**config.mk**
```make
export PLATFORM = sky130hd
export DESIGN_NAME = wbank_ctrl
export DESIGN_NICKNAME = d
export VERILOG_FILES = /design/src/rtl/wbank_ctrl_pkg.sv /design/src/rtl/wbank_ctrl.sv
export SDC_FILE = /design/constraint.sdc
export NUM_CORES = 1
export LEC_CHECK = 0
export ABC_CLOCK_PERIOD_IN_PS = 3400
export CAP_MARGIN = 20
export CELL_PAD_IN_SITES_DETAIL_PLACEMENT = 1
export CELL_PAD_IN_SITES_GLOBAL_PLACEMENT = 1
export CORE_MARGIN = 4
export CORE_UTILIZATION = 44
export CTS_BUF_LIST = sky130_fd_sc_hd__clkbuf_4
export DETAILED_ROUTE_END_ITERATION = 10
export PLACE_DENSITY = 0.88
export SETUP_SLACK_MARGIN = 0.05
export SLEW_MARGIN = 10
export SYNTH_ARGS = -nofsm -noshare
export SYNTH_HDL_FRONTEND = slang
export SYNTH_SLANG_ARGS = --single-unit
```
**constraint.sdc**
```tcl
create_clock -name SYS_CLK -period 3.4 [get_ports SYS_CLK]
set_input_delay 0.68 -clock SYS_CLK [delete_from_list [all_inputs] [get_ports SYS_CLK]]
set_output_delay 0.68 -clock SYS_CLK [all_outputs]
set_load 0.05 [all_outputs]
```
**src/rtl/wbank_ctrl_pkg.sv**
```systemverilog
// rtl/wbank_ctrl_pkg.sv - shared types and constants for the write-bank controller
package wbank_ctrl_pkg;

   typedef enum logic [1:0] {
      ST_IDLE      = 2'd0,
      ST_FILL      = 2'd1,
      ST_SWITCH    = 2'd2,
      ST_WAIT_FREE = 2'd3
   } state_e;

   localparam int NUM_BANKS   = 3;
   localparam int MODE_FC_BIT = 3;

   // Words per bank: full capacity in FC mode, else row length clamped to capacity.
   function automatic int unsigned calc_target(input logic fc, input logic [7:0] pic,
                                               input int unsigned aw);
      int unsigned cap;
      int unsigned words;
      cap   = 32'd1 << aw;
      words = {21'd0, pic, 3'd0};
      if (fc) return cap;
      return (words < cap) ? words : cap;
   endfunction

endpackage

```
**src/rtl/wbank_ctrl.sv**
```systemverilog
// rtl/wbank_ctrl.sv - ping-pong-style write bank controller over three SRAM banks
module wbank_ctrl
   import wbank_ctrl_pkg::*;
#(
   parameter int AW = 10
) (
   input  logic       SYS_CLK,
   input  logic       SYS_NRST,
   input  logic       DATA_SOP,
   input  logic       DATA_VLD,
   input  logic [7:0] PIC_SIZE,
   input  logic [3:0] MODE,
   input  logic       RBANK_RELEASE,
   output logic       WREADY,
   output logic       WBANK_UPDATE,
   output logic [1:0] WBANK_IDX,
   output logic [1:0] BANK_OCC
);

   localparam int CW = AW + 1;

   state_e        state_q;
   logic [CW-1:0] cnt_q;
   logic [CW-1:0] target;
   logic          fc_q;
   logic [7:0]    pic_q;
   logic [1:0]    idx_q;
   logic [1:0]    idx_d;
   logic [1:0]    occ_q;
   logic [1:0]    occ_d;
   logic          wready_q;
   logic          upd_q;
   logic          beat;
   logic          last_beat;
   logic          sop_fill;
   logic          unused_mode;

   assign unused_mode = ^MODE[2:0];

   assign target    = CW'(calc_target(fc_q, pic_q, AW));
   assign beat      = DATA_VLD & wready_q;
   assign last_beat = beat && (cnt_q == target - CW'(1));
   assign sop_fill  = MODE[MODE_FC_BIT] | (PIC_SIZE != 8'd0);

   always_comb begin
      idx_d = idx_q;
      if (state_q == ST_SWITCH)
         idx_d = (idx_q == 2'(NUM_BANKS - 1)) ? 2'd0 : idx_q + 2'd1;
   end

   // A release landing on the SWITCH cycle cancels that cycle's increment.
   always_comb begin
      occ_d = occ_q;
      if (DATA_SOP)
         occ_d = 2'd0;
      else if (state_q == ST_SWITCH) begin
         if (!RBANK_RELEASE)
            occ_d = occ_q + 2'd1;
      end else if (RBANK_RELEASE && (occ_q != 2'd0))
         occ_d = occ_q - 2'd1;
   end

   always_ff @(posedge SYS_CLK or negedge SYS_NRST) begin
      if (!SYS_NRST)
         occ_q <= 2'd0;
      else
         occ_q <= occ_d;
   end

   always_ff @(posedge SYS_CLK or negedge SYS_NRST) begin
      if (!SYS_NRST) begin
         state_q  <= ST_IDLE;
         cnt_q    <= '0;
         fc_q     <= 1'b0;
         pic_q    <= 8'd0;
         idx_q    <= 2'd0;
         wready_q <= 1'b0;
         upd_q    <= 1'b0;
      end else if (DATA_SOP) begin
         fc_q     <= MODE[MODE_FC_BIT];
         pic_q    <= PIC_SIZE;
         cnt_q    <= '0;
         idx_q    <= 2'd0;
         upd_q    <= 1'b0;
         state_q  <= sop_fill ? ST_FILL : ST_IDLE;
         wready_q <= sop_fill;
      end else begin
         case (state_q)
            ST_IDLE: begin
               wready_q <= 1'b0;
               upd_q    <= 1'b0;
            end
            ST_FILL: begin
               if (last_beat) begin
                  cnt_q    <= '0;
                  state_q  <= ST_SWITCH;
                  wready_q <= 1'b0;
                  upd_q    <= 1'b1;
               end else if (beat)
                  cnt_q <= cnt_q + CW'(1);
            end
            ST_SWITCH: begin
               upd_q <= 1'b0;
               idx_q <= idx_d;
               if (occ_d == 2'(NUM_BANKS)) begin
                  state_q  <= ST_WAIT_FREE;
                  wready_q <= 1'b0;
               end else begin
                  state_q  <= ST_FILL;
                  wready_q <= 1'b1;
               end
            end
            ST_WAIT_FREE: begin
               if (occ_q < 2'(NUM_BANKS)) begin
                  state_q  <= ST_FILL;
                  wready_q <= 1'b1;
               end
            end
            default: begin
               state_q  <= ST_IDLE;
               wready_q <= 1'b0;
               upd_q    <= 1'b0;
            end
         endcase
      end
   end

   assign WREADY       = wready_q;
   assign WBANK_UPDATE = upd_q;
   assign WBANK_IDX    = idx_q;
   assign BANK_OCC     = occ_q;

endmodule

```
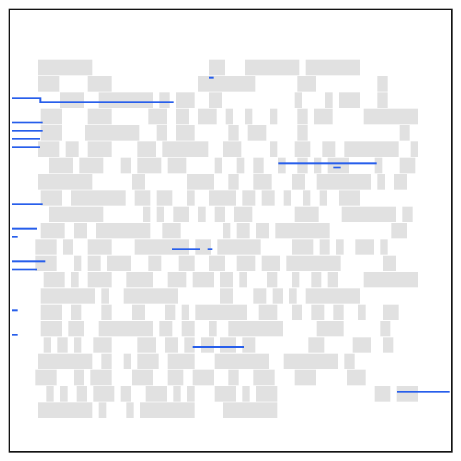
Fig. 1. Signal wires on met3.
(6 px per µm)
longest straight run = 22.1 µm
share of all routed wire = 2.3%
aggregate routed wire length: 4.62 mm
global routing met3 resource utilization: 0.0164
via count: 1,598

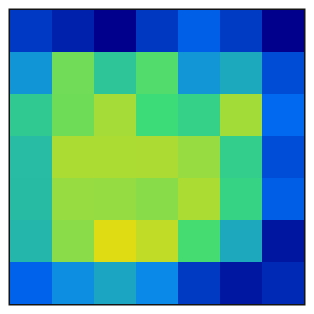
Fig. 2. Cell area per tile.
(4 px per µm) The die is cut into 7 by 7 equal tiles; dark blue is low, red is high, 0 to 100% covered.
nearly empty tiles = 4.1%
densest ninth of the die = center
fullest tile = 71%
mean over tiles = 38%
Core Box Area: 4090 µm²
utilization after layout: 0.520
initial core utilization: 0.462

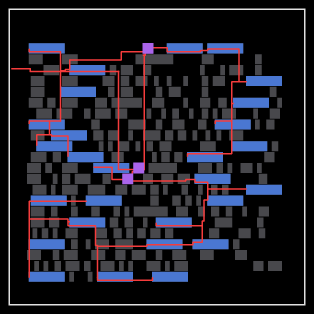
Fig. 3. Routed clock nets over the placement.
(4 px per µm)
flip-flops -> blue  # count 28
clock drivers -> purple  # count 3
clock wires -> red  # length 421 µm
flops lie = widely spread
power share of the clock group: 0.209
latest clock arrival within the worst-skew pair: 0.34 ns
clock group total power: 0.149 mW
Fin Clk Skew: 0.0131 ns

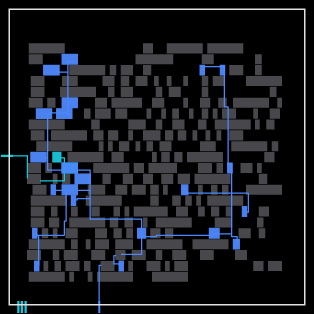
Fig. 4. I/O nets highlighted.
(4 px per µm)
MODE -> cyan  # bits 4, direction input, end cells 2, buffers 1, wire 24.5 µm
DATA_SOP -> blue  # bits 1, direction input, end cells 22, buffers 2, wire 244 µm
number of port buffers: 19
count of boundary I/O pins: 23

==> results_tabular.tex <==
% Table of physical implementation metrics
\begin{tabular}{lr}
\hline
Metric & Value \\
\hline
\multicolumn{2}{l}{\textbf{Global routing}} \\
\quad Pin count of the biggest net entering global routing & 29 \\
\quad Grt met1 use & 0.262 \\
\quad Global-route met2 utilization & 0.339 \\
\quad Initial antenna violation count & 0 \\
\quad Vias in the first global route & 1,653 \\
\quad Remaining global-route overflow & 0 \\
\quad Wire length of the first global-routing pass & just over 8 mm \\
\quad GRT Total Usage & 0.196 \\
\quad Busiest layer in global routing & met2 \\
\multicolumn{2}{l}{\textbf{Power and ir drop}} \\
\quad Switch share & 0.334 \\
\quad Internal power summed over all cells & approximately 0.48 mW \\
\quad Highest ir drop seen on vdd & between 150 and 200 µV \\
\quad Sw power & around 0.24 mW \\
\quad PD cells & 336 nW/µm² \\
\quad Sequential power share & 0.531 \\
\quad Lkg Pwr & approximately 0.87 nW \\
\quad Part of the total power dissipated in combinational logic & 0.260 \\
\multicolumn{2}{l}{\textbf{Critical path}} \\
\quad Endpoint of the worst register-to-register path & cnt\_q[9] \\
\quad R2R cell count & 9 \\
\quad Crit-path cells & nor2\_1, nand2\_1, ha\_1, xor2\_1, nor4b\_1, a31oi\_1, o311ai\_4, nand4b\_4, a32o\_1 \\
\quad Crit path kind & reg -> reg \\
\quad Flop2flop setup slack & 0.48 ns \\
\quad Kind of launch point of the worst setup path & flip-flop \\
\quad Critical Path RT & around 3.7 ns \\
\quad Start point of the critical path & pic\_q[7] \\
\quad Critical path capture point type & flip-flop \\
\quad Cell with the biggest individual delay on the critical path & dfrtp\_1 \\
\quad Largest driver fanout on the critical path & 12 \\
\quad Start of the worst register-to-register path & pic\_q[7] \\
\quad Max stage delay on crit path & roughly 0.46 ns \\
\quad CP Data Arrival Time & approximately 3.2 ns \\
\multicolumn{2}{l}{\textbf{Synth}} \\
\quad Most instantiated flip-flop cell in the synthesis netlist & dfrtp\_1 \\
\quad Nets in the synthesized netlist & about 220 \\
\quad Warning count from the yosys run & 0 \\
\quad Main area contributors & dfrtp\_1 37\%, mux2\_2 5.4\%, nand2\_1 3.6\%, a21oi\_1 3.2\%, nor2\_1 3.2\% \\
\quad Number of instances in the synthesized netlist & $\sim$200 \\
\quad Share of synthesized area occupied by flip-flops and latches & 0.371 \\
\quad Async SR Flop Fraction & 1.00 \\
\quad Number of register bits inferred by synthesis & 28 \\
\quad Number of distinct standard cells referenced by the synthesized netlist & around 52 \\
\quad Yosys stat cell total & $\sim$200 \\
\quad Area reported by Yosys stat & 1890 µm² \\
\quad Cell type with the largest total area after synthesis & dfrtp\_1 \\
\quad Cell area after synthesis & between 1500 and 2000 µm² \\
\multicolumn{2}{l}{\textbf{CTS}} \\
\quad H-tree lvl count & 1 \\
\quad Clock Path Buffers & 2 \\
\quad Master cell of the clock root buffer & clkbuf\_4 \\
\quad Post-CTS Setup Bufs & 0 \\
\quad Worst-path clk slew & between 0.15 and 0.2 ns \\
\quad Number of buffers added by the clock tree synthesis step & 3 \\
\quad Hold bufs inserted after CTS & 0 \\
\quad Sinks on the clock net & 28 \\
\quad TritonCTS clock tree & done \\
\multicolumn{2}{l}{\textbf{Floorplan}} \\
\quad Num rows & 23 \\
\quad Width of the die & about 74 µm \\
\quad Die Ht & 73.5 µm \\
\multicolumn{2}{l}{\textbf{Outcome}} \\
\quad Status & finished, final reports clean \\
\multicolumn{2}{l}{\textbf{Route}} \\
\quad DRC marker count from the first detailed-route iteration & 70 \\
\quad Remaining routing DRC violations & 0 \\
\quad Avg WL per Cell & $\sim$17 µm \\
\quad Vias per Instance & approximately 6 \\
\quad Residual antenna-violating net count after detailed routing & 0 \\
\quad Count of TritonRoute iterations in the first routing pass & 5 \\
\multicolumn{2}{l}{\textbf{Placement}} \\
\quad Routability congestion estimate & about 0.8 \\
\quad Post-DP HPWL & $\sim$3.5 mm \\
\quad Post-placement cell area & around 2100 µm² \\
\multicolumn{2}{l}{\textbf{Job}} \\
\quad Max-cap viol count & 0 \\
\quad OpenROAD warning count & 30 \\
\multicolumn{2}{l}{\textbf{Worst hold path}} \\
\quad Class of the tightest hold or removal check & reg -> reg \\
\quad Hold path cells & 2 \\
\multicolumn{2}{l}{\textbf{Final timing}} \\
\quad Minimum clock period & about 2.9 ns \\
\quad Max Slew Vio Count & 0 \\
\quad Worst-Margin Slew & approximately 0.63 ns \\
\quad Setup TNS after final layout & 0 ns \\
\quad Post-layout period usage of the worst path & 0.859 \\
\quad Fmax & between 300 and 400 MHz \\
\quad Max-slew headroom at the worst pin & 0.579 \\
\quad Setup violation total in the final timing report & 0 \\
\multicolumn{2}{l}{\textbf{Finish}} \\
\quad Fraction of layout instances using a drive strength above 1 & 0.111 \\
\quad Diodes inserted & 0 \\
\quad Layout overhead on the synthesized area & 12.5\% \\
\quad Number of nets in the layout & 239 \\
\quad Summed area of non-filler cells in the final layout & roughly 2100 µm² \\
\hline
\end{tabular}
[cell families (layout without fill, tap and decap cells)]
group / Yosys count / after routing / synth area share
simple gates: 82 / 82 / 0.243
mux: 12 / 12 / 0.0702
buf+inv: 20 / 33 / 0.0484
xor+xnor: 9 / 9 / 0.0417
fa+ha+maj: 4 / 4 / 0.0265
compound gates: 48 / 48 / 0.199
flops: 28 / 28 / 0.371
[Yosys cell counts (2+ instances only)]
library cell   n
buf_6          2
o22ai_1        3
nor2b_1        3
buf_1          2
clkbuf_1       7
ha_1           4
nor4_1         4
inv_1          7
nand2_1       18
a32o_1         5
nor3_1        11
xnor2_1        5
mux2_2         9
dfrtp_1       28
a22o_1         5
or4_1          3
o21ai_1        2
xor2_1         4
a31oi_1        3
or2_1          2
nor2_1        16
a21oi_1       12
nand4_1        3
nor3b_1        4
and2_1         2
o21ai_0        7
mux2i_1        2
nand2b_1       3
a211o_1        2
nand3_1        3
[sequential cells by signal, indices dropped and copies added, names as in the netlist]
signal / cells
WBANK_UPDATE: 1
fc_q: 1
cnt_q: 11
pic_q: 8
state_q: 2
WBANK_IDX: 2
BANK_OCC: 2
WREADY: 1
[worst max-delay path, delay by kind of cell (launching register included)]
family,cells,cell delay (ns)
AND/OR/NAND/NOR,4,1.01
AND-OR/OR-AND,3,0.84
flip-flops,1,0.46
adder cells (fa/ha/maj),1,0.29
XOR/XNOR,1,0.22
[power groups by stage]
stage                     clock network (mW)  registers, mW  logic [mW]
final                                  0.149          0.379       0.186
after global routing                   0.168          0.384       0.205
after CTS                              0.150          0.379       0.188
after detailed placement                   0          0.385       0.187
after global placement                     0          0.384       0.179
after floorplan                            0          0.388       0.121
[metal layers]
layer,vias to the layer above,wire [µm]
met3,4,104
met2,22,2310
met5,-,0
met1,795,2150
met4,0,53
li1,777,-
[final cells by class]
cell class | count | area (µm²) | share of cell area
flip-flops and latches | 28 | 701 | 0.330
multi-input cells | 155 | 1100 | 0.516
repair buffers | 22 | 213 | 0.100
well taps | 50 | 62.6 | 0.0294
clock buffers | 3 | 22.5 | 0.0106
inverters | 8 | 30.0 | 0.0141
[how the worst max path moves through the flow]
stage,endpoint,slack (ns)
after global placement,cnt_q[9],0.58
after floorplan,cnt_q[7],0.74
after detailed placement,cnt_q[9],0.52
after global routing,cnt_q[9],0.21
final,cnt_q[9],0.48
after CTS,cnt_q[9],0.48
[metrics by stage]
step	utilization	instances	setup slack, ns	total power [mW]	hold slack, ns
3_5_place_dp	0.514	263	0.518	0.572	0.484
6_report	0.520	266	0.478	0.714	0.516
2_1_floorplan	-	203	0.744	0.509	0.384
4_1_cts	0.520	266	0.483	0.717	0.518
3_3_place_gp	0.514	263	0.579	0.562	0.480
5_1_grt	0.520	266	0.212	0.756	0.555
[layout by cell type, fill, tap and decap left out, drive strengths merged, types with 4 or more instances in the layout]
master / count
a32o: 5
nand2: 18
xnor2: 5
a31oi: 4
dfrtp: 28
nor3: 11
nor2: 16
a21oi: 12
or4: 4
o21ai: 9
nor4: 4
ha: 4
nor3b: 4
mux2: 10
a22o: 5
o22ai: 4
xor2: 4
inv: 8
clkdlybuf4s50: 19
Power is estimated from default activity; no workload was simulated.
